I/O nets highlighted:
Scale bar: 20 um.
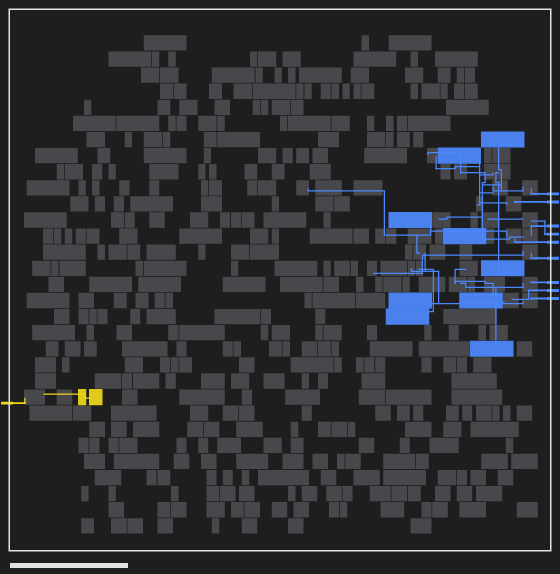
Clock routing:
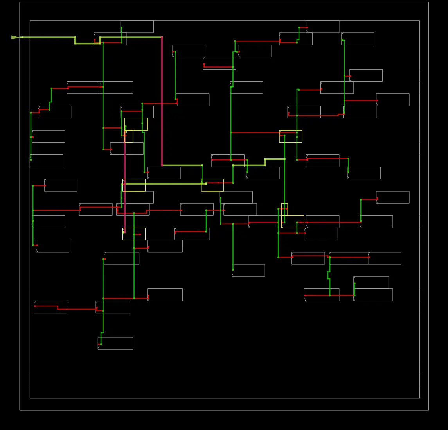
Signal wires by layer:
Only two layers are drawn.
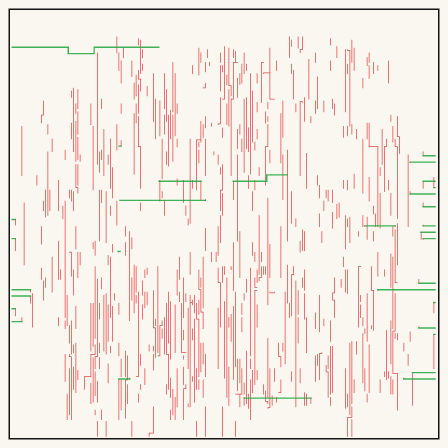
Design game_data_holder, sky130hd; sources not shown.
==> out/notes.md <==
The layout-stage area growth over the synthesis result is 26.1%, and the yosys cell count is 353. The tools report the summed standard-cell area reported by yosys as 2890 sq um. The highest routed metal layer is met4. The highest ir drop seen on vdd was 0.268 mV; the global routing usage on met3 was 0.0266. Per the cell usage report, the commonest logic cells after layout are buf_4, nor2_1, dfxtp_1. The group drawing the most power was registers. The die outline width works out to 91.3 um. Hold-check failures listed in the final report amount to 0.

The logs give 2491 for the number of global-route vias before repair and 419 for the total number of nets in the final design. Per the layout area report, the register area comes to 1120 sq um. The tools report the area used by multi-input combinational logic as 1840 sq um. The script logs the ratio of routed vias to standard cells as 5.22. Entering global routing, the biggest net connects 28 pins. For flop-to-flop paths, the worst setup slack is 0.10 ns. Looking at the clock tree report, the maximum root-to-sink buffer count equals 2. The run gives 0.395 for the floorplan-stage core utilization. The run gives 0 as the max-cap violation count. The ratio of cells with drive above 1 in the final layout is 0.260, and the pre-CTS setup slack is -0.505 ns.

The xor and xnor area share after synthesis works out to 0.0969. The fraction of area in non-clock buffers is 0.122. The internal power of the cells totals 1.04 mW.

The worst setup path is captured at a register. The timing report lists the critical path depth as 12 cells. The core region is 7330 sq um. For this run the detailed placement stage logged an HPWL of 4910 um. The most used flip-flop cell after synthesis is dfxtp_1. Standard cell with the maximum stage delay on the critical path: fa_2.

The tools report the multi-input gate count as 276. After synthesis the cells add up to 2890 sq um. The level count of the clock H-tree was 2; the time the final worst path needs with I/O delays and setup was 2.71 ns. The run finished with clean final reports. The power report lists the sequential group at 0.794 mW. Number of stages on the worst hold path: 2. The die extent in y works out to 91.3 um.

Yosys reports that the most numerous cell types are dfxtp_1, nor2_1, nand2_1. The power report puts the net switching power at 0.352 mW. According to the timing report, the arrival time at the worst endpoint equals 2.71 ns. The critical path contains buffers and inverters numbering 3 combined. The finished layout holds 503 standard cells, fillers aside.

The first global-routing pass estimated 12000 um of wire. For this run, design rule violations remaining after detail routing come to 0. In the post-synthesis netlist, the biggest area contributors are dfxtp_1, nor2_1, xor2_1. Setup repair after global routing could not meet its margin everywhere. Most common cell after layout, fill and taps aside: buf_4.

Summed over all nets, wire length on met2 after detailed routing comes to 2920 um. The met1 demand-to-capacity share in global routing is 0.259, and the synthesized-area fraction occupied by adder cells is 0.0372. With the post-cts resize count at 8, the detailed route wirelength on metal3 is 166 um. The transition time recorded at the tightest slew-check pin is 0.833 ns. TritonCTS built the clock tree. On the final layout, the worst hold slack is 0.281 ns. Across the placement rows, the number of tap cells is 99.

The tools report the global-route met2 utilization as 0.259. The initial detailed-routing violation count came out at 103. The number of warnings reported in the stage logs is 29.

After layout, the clock buffer instance count stands at 7. The net switching share of the total power is 0.253, and the detailed-route wire length on metal 1 is 3710 um. The maximum single-stage delay on the critical path is 0.34 ns.

The total negative slack for setup checks is 0 ns. The mux share of post-synthesis cell area is 0.00346. The number of storage elements in the synthesis netlist works out to 55.
About 'I/O nets highlighted':
Yellow shows `hit`, bits 1, direction input, end cells 2, buffers 1, wire 11.4 um. Blue shows `g_time`, bits 9, direction output, end cells 9, buffers 9, wire 318 um.
count of boundary I/O pins: 33
number of input and output port buffers inserted: 32

About 'clock routing':
Clock Latency Late Sink: 0.31 ns
clock network power: 0.453 mW
number of clock buffers inserted by TritonCTS: 5
sequential cell count: 55
TritonCTS sink count: 55

About 'signal wires by layer':
Green shows metal 3, wire length 167 um. Red shows metal 2, wire length 2920 um.
vias: 2624
gr usage total: 0.173
WL per Instance: 13.6 um

Power figures rest on the tool's default switching activity, not on a simulated workload.
